congestion_map.png
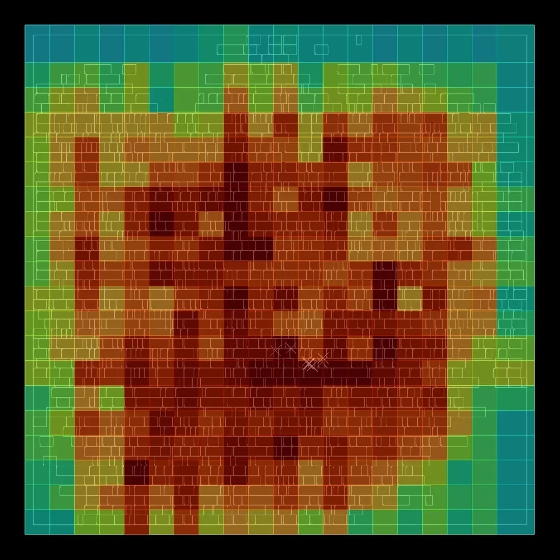
m4.png
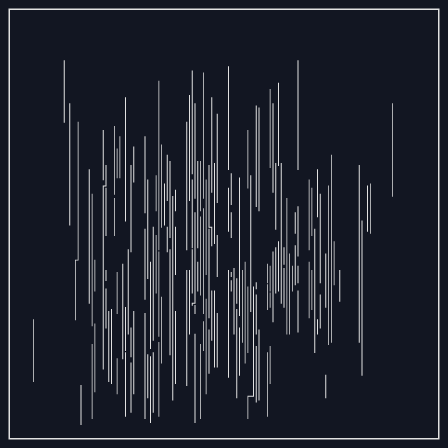
clock_wires.png
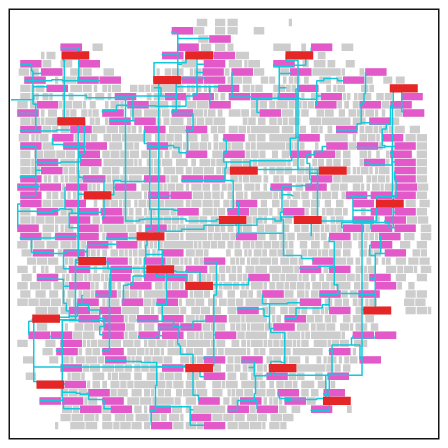
==> config.mk <==
export PLATFORM = sky130hd
export DESIGN_NAME = l1_trigger_ctrl
export DESIGN_NICKNAME = d
export VERILOG_FILES = /design/src/rtl/l1_trigger_pkg.sv /design/src/rtl/l1_trigger_wb_regs.sv /design/src/rtl/l1_trigger_ctrl.sv
export SDC_FILE = /design/constraint.sdc
export NUM_CORES = 1
export LEC_CHECK = 0
export CORE_MARGIN = 2
export CORE_UTILIZATION = 49
export DETAILED_ROUTE_END_ITERATION = 6
export PLACE_DENSITY = 0.88
export RECOVER_POWER = 100
export SYNTH_ARGS = -nofsm -noshare
export SYNTH_HDL_FRONTEND = slang
export SYNTH_SLANG_ARGS = --single-unit
==> constraint.sdc <==
create_clock -name wb_clk_i -period 2.15 [get_ports wb_clk_i]
set_input_delay 0.43 -clock wb_clk_i [delete_from_list [all_inputs] [get_ports wb_clk_i]]
set_output_delay 0.43 -clock wb_clk_i [all_outputs]
set_load 0.01 [all_outputs]
==> src/rtl/l1_trigger_pkg.sv <==
// Shared constants and types for the L1 trigger control block.
package l1_trigger_pkg;

    // Register byte offsets in the Wishbone window.
    localparam logic [14:0] REG_ID     = 15'h2000;
    localparam logic [14:0] REG_STATUS = 15'h2004;
    localparam logic [14:0] REG_MASK   = 15'h2008;
    localparam logic [14:0] REG_CTRL   = 15'h200C;
    localparam logic [14:0] REG_ACCEPT = 15'h2010;
    localparam logic [14:0] REG_DROP   = 15'h2014;

    localparam logic [31:0] ID_VALUE  = 32'h4C315452;
    localparam int          APPLY_BIT = 31;

    // Trigger word layout: timestamp in the upper half, masked beams below.
    localparam int TS_W           = 16;
    localparam int TDATA_TS_LSB   = 16;
    localparam int TDATA_BEAM_LSB = 0;

    typedef enum logic {
        RUN_STOPPED = 1'b0,
        RUN_RUNNING = 1'b1
    } run_state_e;

endpackage

==> src/rtl/l1_trigger_wb_regs.sv <==
// Wishbone classic slave: address decode, staged/active beam mask,
// holdoff register and the one-cycle mask apply pulse.
module l1_trigger_wb_regs
    import l1_trigger_pkg::*;
#(
    parameter int NBEAM     = 16,
    parameter int HOLDOFF_W = 16
) (
    input  logic                 wb_clk_i,
    input  logic                 wb_rst_i,
    input  logic                 wb_cyc_i,
    input  logic                 wb_stb_i,
    input  logic                 wb_we_i,
    input  logic [14:0]          wb_adr_i,
    input  logic [31:0]          wb_dat_i,
    output logic [31:0]          wb_dat_o,
    output logic                 wb_ack_o,
    input  logic                 running_i,
    input  logic                 tvalid_i,
    input  logic [31:0]          accept_cnt_i,
    input  logic [31:0]          drop_cnt_i,
    output logic [NBEAM-1:0]     active_mask_o,
    output logic [HOLDOFF_W-1:0] holdoff_o
);

    logic                 ack_q, ack_d;
    logic [31:0]          rdata_q, rdata_d;
    logic [NBEAM-1:0]     staged_q, staged_d;
    logic [NBEAM-1:0]     active_q, active_d;
    logic [HOLDOFF_W-1:0] holdoff_q, holdoff_d;
    logic                 apply_q, apply_d;
    logic                 req;
    logic [14:0]          word_adr;
    logic                 unused_bits;

    // A new access is only taken while ack is low, so ack is one cycle wide.
    assign req      = wb_cyc_i & wb_stb_i & ~ack_q;
    assign word_adr = {wb_adr_i[14:2], 2'b00};

    // Byte-lane bits and write-data bits with no register behind them.
    assign unused_bits = ^{wb_adr_i[1:0], wb_dat_i};

    // Decode, register updates and the apply pulse.
    always_comb begin
        // NOTE: every output of this block gets a default first, so no path leaves it unassigned and no latch is inferred.
        ack_d     = req;
        rdata_d   = '0;
        staged_d  = staged_q;
        holdoff_d = holdoff_q;
        apply_d   = 1'b0;
        // Apply lands one cycle after the ack, so a hit in the ack cycle still sees the old mask.
        active_d  = apply_q ? staged_q : active_q;

        if (req && !wb_we_i) begin
            unique case (word_adr)
                REG_ID:     rdata_d = ID_VALUE;
                REG_STATUS: rdata_d[1:0] = {tvalid_i, running_i};
                REG_MASK:   rdata_d[NBEAM-1:0] = staged_q;
                REG_CTRL:   rdata_d[HOLDOFF_W-1:0] = holdoff_q;
                REG_ACCEPT: rdata_d = accept_cnt_i;
                REG_DROP:   rdata_d = drop_cnt_i;
                default:    rdata_d = '0;
            endcase
        end

        if (req && wb_we_i) begin
            unique case (word_adr)
                REG_MASK: staged_d = wb_dat_i[NBEAM-1:0];
                REG_CTRL: begin
                    holdoff_d = wb_dat_i[HOLDOFF_W-1:0];
                    apply_d   = wb_dat_i[APPLY_BIT];
                end
                default: ;
            endcase
        end
    end

    // Register state with synchronous reset; masks reset to all-masked.
    always_ff @(posedge wb_clk_i) begin
        // NOTE: clocked state uses non-blocking assignments so every flop samples pre-edge values.
        if (wb_rst_i) begin
            ack_q     <= 1'b0;
            rdata_q   <= '0;
            staged_q  <= '1;
            active_q  <= '1;
            holdoff_q <= '0;
            apply_q   <= 1'b0;
        end else begin
            ack_q     <= ack_d;
            rdata_q   <= rdata_d;
            staged_q  <= staged_d;
            active_q  <= active_d;
            holdoff_q <= holdoff_d;
            apply_q   <= apply_d;
        end
    end

    assign wb_ack_o      = ack_q;
    assign wb_dat_o      = rdata_q;
    assign active_mask_o = active_q;
    assign holdoff_o     = holdoff_q;

endmodule

==> src/rtl/l1_trigger_ctrl.sv <==
// L1 trigger control: beam masking, run gating, holdoff and the
// AXI4-Stream trigger word output, with a Wishbone register slave.
module l1_trigger_ctrl
    import l1_trigger_pkg::*;
#(
    parameter int NBEAM     = 16,
    parameter int HOLDOFF_W = 16
) (
    input  logic             wb_clk_i,
    input  logic             wb_rst_i,
    input  logic             wb_cyc_i,
    input  logic             wb_stb_i,
    input  logic             wb_we_i,
    input  logic [14:0]      wb_adr_i,
    input  logic [31:0]      wb_dat_i,
    input  logic [3:0]       wb_sel_i,
    output logic [31:0]      wb_dat_o,
    output logic             wb_ack_o,
    output logic             wb_err_o,
    output logic             wb_rty_o,
    input  logic [NBEAM-1:0] beam_trig_i,
    input  logic             runrst_i,
    input  logic             runstop_i,
    output logic [31:0]      m_trig_tdata,
    output logic             m_trig_tvalid,
    input  logic             m_trig_tready
);

    run_state_e           state_q, state_d;
    logic [TS_W-1:0]      ts_q, ts_d;
    logic [HOLDOFF_W-1:0] timer_q, timer_d;
    logic [31:0]          accept_q, accept_d;
    logic [31:0]          drop_q, drop_d;
    logic                 tvalid_q, tvalid_d;
    logic [31:0]          tdata_q, tdata_d;

    logic [NBEAM-1:0]     active_mask;
    logic [HOLDOFF_W-1:0] holdoff;
    logic [NBEAM-1:0]     masked_beam;
    logic                 running, hit, slot_free, accept, drop;
    logic                 unused_sel;

    assign wb_err_o   = 1'b0;
    assign wb_rty_o   = 1'b0;
    assign unused_sel = ^wb_sel_i;

    l1_trigger_wb_regs #(
        .NBEAM     (NBEAM),
        .HOLDOFF_W (HOLDOFF_W)
    ) u_regs (
        .wb_clk_i      (wb_clk_i),
        .wb_rst_i      (wb_rst_i),
        .wb_cyc_i      (wb_cyc_i),
        .wb_stb_i      (wb_stb_i),
        .wb_we_i       (wb_we_i),
        .wb_adr_i      (wb_adr_i),
        .wb_dat_i      (wb_dat_i),
        .wb_dat_o      (wb_dat_o),
        .wb_ack_o      (wb_ack_o),
        .running_i     (running),
        .tvalid_i      (tvalid_q),
        .accept_cnt_i  (accept_q),
        .drop_cnt_i    (drop_q),
        .active_mask_o (active_mask),
        .holdoff_o     (holdoff)
    );

    // A run-reset cycle clears the run bookkeeping, so it never emits a trigger.
    assign masked_beam = beam_trig_i & ~active_mask;
    assign running     = (state_q == RUN_RUNNING);
    assign hit         = (|masked_beam) & running & (timer_q == '0) & ~runrst_i;
    assign slot_free   = ~tvalid_q | m_trig_tready;
    assign accept      = hit & slot_free;
    assign drop        = hit & ~slot_free;

    // Next-state for run control, timestamp, holdoff, counters and output slot.
    always_comb begin
        state_d  = state_q;
        ts_d     = running ? ts_q + 16'd1 : ts_q;
        timer_d  = (timer_q != '0) ? timer_q - HOLDOFF_W'(1) : timer_q;
        accept_d = accept ? accept_q + 32'd1 : accept_q;
        drop_d   = drop ? drop_q + 32'd1 : drop_q;
        tvalid_d = tvalid_q & ~m_trig_tready;
        tdata_d  = tdata_q;

        if (accept) begin
            timer_d  = holdoff;
            tvalid_d = 1'b1;
            tdata_d  = '0;
            tdata_d[TDATA_TS_LSB +: TS_W]     = ts_q;
            tdata_d[TDATA_BEAM_LSB +: NBEAM] = masked_beam;
        end

        if (runrst_i) begin
            ts_d     = '0;
            timer_d  = '0;
            accept_d = '0;
            drop_d   = '0;
        end

        // Stop wins when both pulses coincide; a pending tvalid is never retracted.
        if (runstop_i) begin
            state_d = RUN_STOPPED;
        end else if (runrst_i) begin
            state_d = RUN_RUNNING;
        end
    end

    // Trigger-path state register with synchronous reset.
    always_ff @(posedge wb_clk_i) begin
        if (wb_rst_i) begin
            state_q  <= RUN_STOPPED;
            ts_q     <= '0;
            timer_q  <= '0;
            accept_q <= '0;
            drop_q   <= '0;
            tvalid_q <= 1'b0;
            tdata_q  <= '0;
        end else begin
            state_q  <= state_d;
            ts_q     <= ts_d;
            timer_q  <= timer_d;
            accept_q <= accept_d;
            drop_q   <= drop_d;
            tvalid_q <= tvalid_d;
            tdata_q  <= tdata_d;
        end
    end

    assign m_trig_tvalid = tvalid_q;
    assign m_trig_tdata  = tdata_q;

endmodule

==> run_results.csv <==
group,metric,value,unit
outcome,outcome,"complete, but fails checks",
outcome,violated_checks,"design-rule violations, negative setup slack",
clock_tree,cts_tree,"built",
yosys,area_fraction_in_compound_gates,18.7,%
global_route,number_of_global_route_vias_before_repair,10300,
final_timing,grt_setup_unrepaired,"true",
power,fin_total_pwr,12.3,mW
worst_hold_path,hold_path.startpoint,"m_trig_tdata[30]",
setup_path,ff2ff_path_depth,12,
setup_path,crit_end,"timer_q[0]",
final_layout,final_util,74.6,%
final_layout,logic_gates,828,
setup_path,max_stage_delay,620,ps
yosys,syn_avg_cell_area,8.28,µm²
final_layout,top_area_cell_class,"combinational gates",
yosys,ys_top_logic_family,"simple AND/OR/NAND/NOR gates",
setup_path,path_buffers,6,
final_timing,fmax,372,MHz
final_layout,inverters,17,
die,boundary_pin_count,143,
yosys,edf_count,0,
yosys,yosys.stat.seqShare,45.8,%
yosys,async_reset_ff_share,0,%
final_timing,count_of_final_setup_violators,113,
final_timing,finalCriticalPeriod,2690,ps
final_layout,comb_area_share,39.9,%
final_timing,worst_slew_margin_rel,4.00,%
setup_path,worst-endpoint-required,2550,ps
routing,ant_nets,0,
final_layout,fin_nets,1478,
yosys,top_area_cell,"dfxtp_1",
yosys,synth_cells,1119,
setup_path,timing_worst_setup_path_type,"input pin to flip-flop",
final_layout,area_delta_synth_final,50.0,%
worst_hold_path,hold_path_depth,2,
setup_path,worstSetupStartpointType,"input pin",
setup_path,path_delay_family,"buffers and inverters",
routing,route.detailed.drc,17,
setup_path,timing.reg2reg.setup_slack,-520,ps
final_layout,finalNonFillerCells,1648,
clock_tree,postCtsSetupRepairBufs,17,
final_timing,post-route-worst-setup-slack,-537,ps
clock_tree,cts-root-buf,"clkbuf_16",
die,die_area,20000,µm²
setup_path,crit_path_cell_trace,"dlygate4sd3_1, nor2b_1, nand2_1, buf_4, a211oi_4, buf_6, buf_12, buf_6, buf_12, nand2_1, a21oi_1",
die,die_y,142,µm
clock_tree,cts.sinks,212,
final_timing,final-max-slew-violation-count,0,
power,power.static_leakage,5.37,nW
die,placementRows,50,
final_layout,antenna-diode-count,0,
power,powerDensity,887,nW/µm²
yosys,yosys.area_share.xor_xnor,3.40,%
setup_path,r2r_end,"timer_q[0]",
power,irDropWorstVdd,0.650,mV
yosys,ys_sh_adder,0.675,%
place,io_buffer_count,119,
final_timing,hold_violations,0,
setup_path,crit_path_top_delay_cell,"dlygate4sd3_1",
flow_run,drv.max_cap_violation_count,0,
clock_tree,cts.htree.levels,1,
final_timing,finalSetupTns,-26680,ps
setup_path,startpoint,"runrst_i",
yosys,synth_simple_gate_area_share,27.1,%
flow_run,stage_log_warnings,51,
final_layout,n_clock_buffer,29,
routing,firstDrtPassIters,7,
yosys,area_leaders,"dfxtp_1, a21oi_1, nand2_1",
final_layout,final.fill_count,1119,
global_route,grt_start_max_net_pins,57,
setup_path,r2r_start,"timer_q[9]",
final_timing,max_slew.worst_pin.slew,1440,ps
final_layout,multi_input_comb_area,5540,µm²
final_timing,holdWs,457,ps
final_layout,nonClockBufferCount,317,
worst_hold_path,worst_hold_path_type,"flip-flop to flip-flop",
place,finalWeightedCongestion,0.971,
final_layout,layout.sequential_cells,212,
clock_tree,numCtsBuffers,22,
final_layout,drive_gt1_share,27.6,%
place,placedInstanceArea,11800,µm²
final_layout,final_common_cell,"dfxtp_1",
global_route,grt-ovfl-total,0,
yosys,ys.flops,212,
clock_tree,cts.reportedPaths.clkPinSlew,70,ps
setup_path,arrival,3080,ps
yosys,synth_top_flop_cell,"dfxtp_1",
yosys,mappedNetlistArea,9270,µm²
final_layout,post-route-cell-area,13900,µm²
routing,routed_via_density,6.57,
Back to the opening pictures, congestion_map.png:
met3 usage: 6.99%
global-route met1 utilization: 38.9%
M2 GR Usage: 56.2%
GRT Max-Usage Layer: met2

Back to the opening pictures, m4.png:
main direction = vertical
wire length on this layer = 3700 µm
via count: 10800
DRT Wirelength: 38.4 mm

Back to the opening pictures, clock_wires.png:
clock-net drivers -> red  # count 22
clock wires -> cyan  # length 2710 µm
flip-flops -> magenta  # count 212
routed clock nets = 23
flops lie = all over the die
worst clock skew on the final layout: 25.9 ps
Clk pwr share: 32.5%
Power Clock: 4.00 mW
clk ins delay skew pair: 530 ps

[routing by layer]
layer | track usage (%) | vias to the layer above | part of all wire (%)
met5 | 0 | - | 0
met4 | 23.9 | 0 | 9.6
met3 | 6.99 | 345 | 11
met2 | 56.2 | 927 | 45
met1 | 38.9 | 4998 | 34
li1 | - | 4556 | -
[power by group]
part | total, mW | leakage [nW] | switching, mW | internal, mW
logic | 4.16 | 3.31 | 2.21 | 1.95
registers | 4.16 | 1.71 | 0.120 | 4.04
clock network | 4.00 | 0.355 | 1.72 | 2.28
total | 12.3 | 5.37 | 4.05 | 8.27
[state kept, by name, indices dropped and copies added (netlist names)]
| register | flops |
|---|---|
| drop_q | 32 |
| u_regs.active_mask_o | 16 |
| ts_q | 16 |
| timer_q | 16 |
| u_regs.staged_q | 16 |
| running | 1 |
| m_trig_tvalid | 1 |
| u_regs.wb_ack_o | 1 |
| accept_q | 32 |
| u_regs.holdoff_o | 16 |
| u_regs.wb_dat_o | 32 |
| m_trig_tdata | 32 |
| u_regs.apply_q | 1 |
[Yosys cell counts (all sizes together) (4+ instances only)]
library cell,n
dfxtp,212
nand2,184
a21oi,139
nor2,86
clkbuf,55
nor2b,37
o21ai,37
nand3,33
or3,31
or4,27
o31ai,20
xor2,20
nand3b,19
nand4,19
a22oi,18
inv,17
a211o,16
xnor2,16
and3,15
nor3,13
nor4,12
buf,10
nand2b,10
o2111ai,10
a222oi,9
a22o,9
o211ai,8
and4,7
mux2i,6
ha,5
and2,4
[kinds of logic after synthesis]
logic type | count (synthesis)
adders and majority gates | 5
buffers and inverters | 82
and+or+nand+nor | 502
AOI/OAI and AO/OA | 275
other | 1
xor gates and xnor gates | 36
muxes | 6
DFF | 212
No activity file was given, so power comes from the tool's default toggle rates.
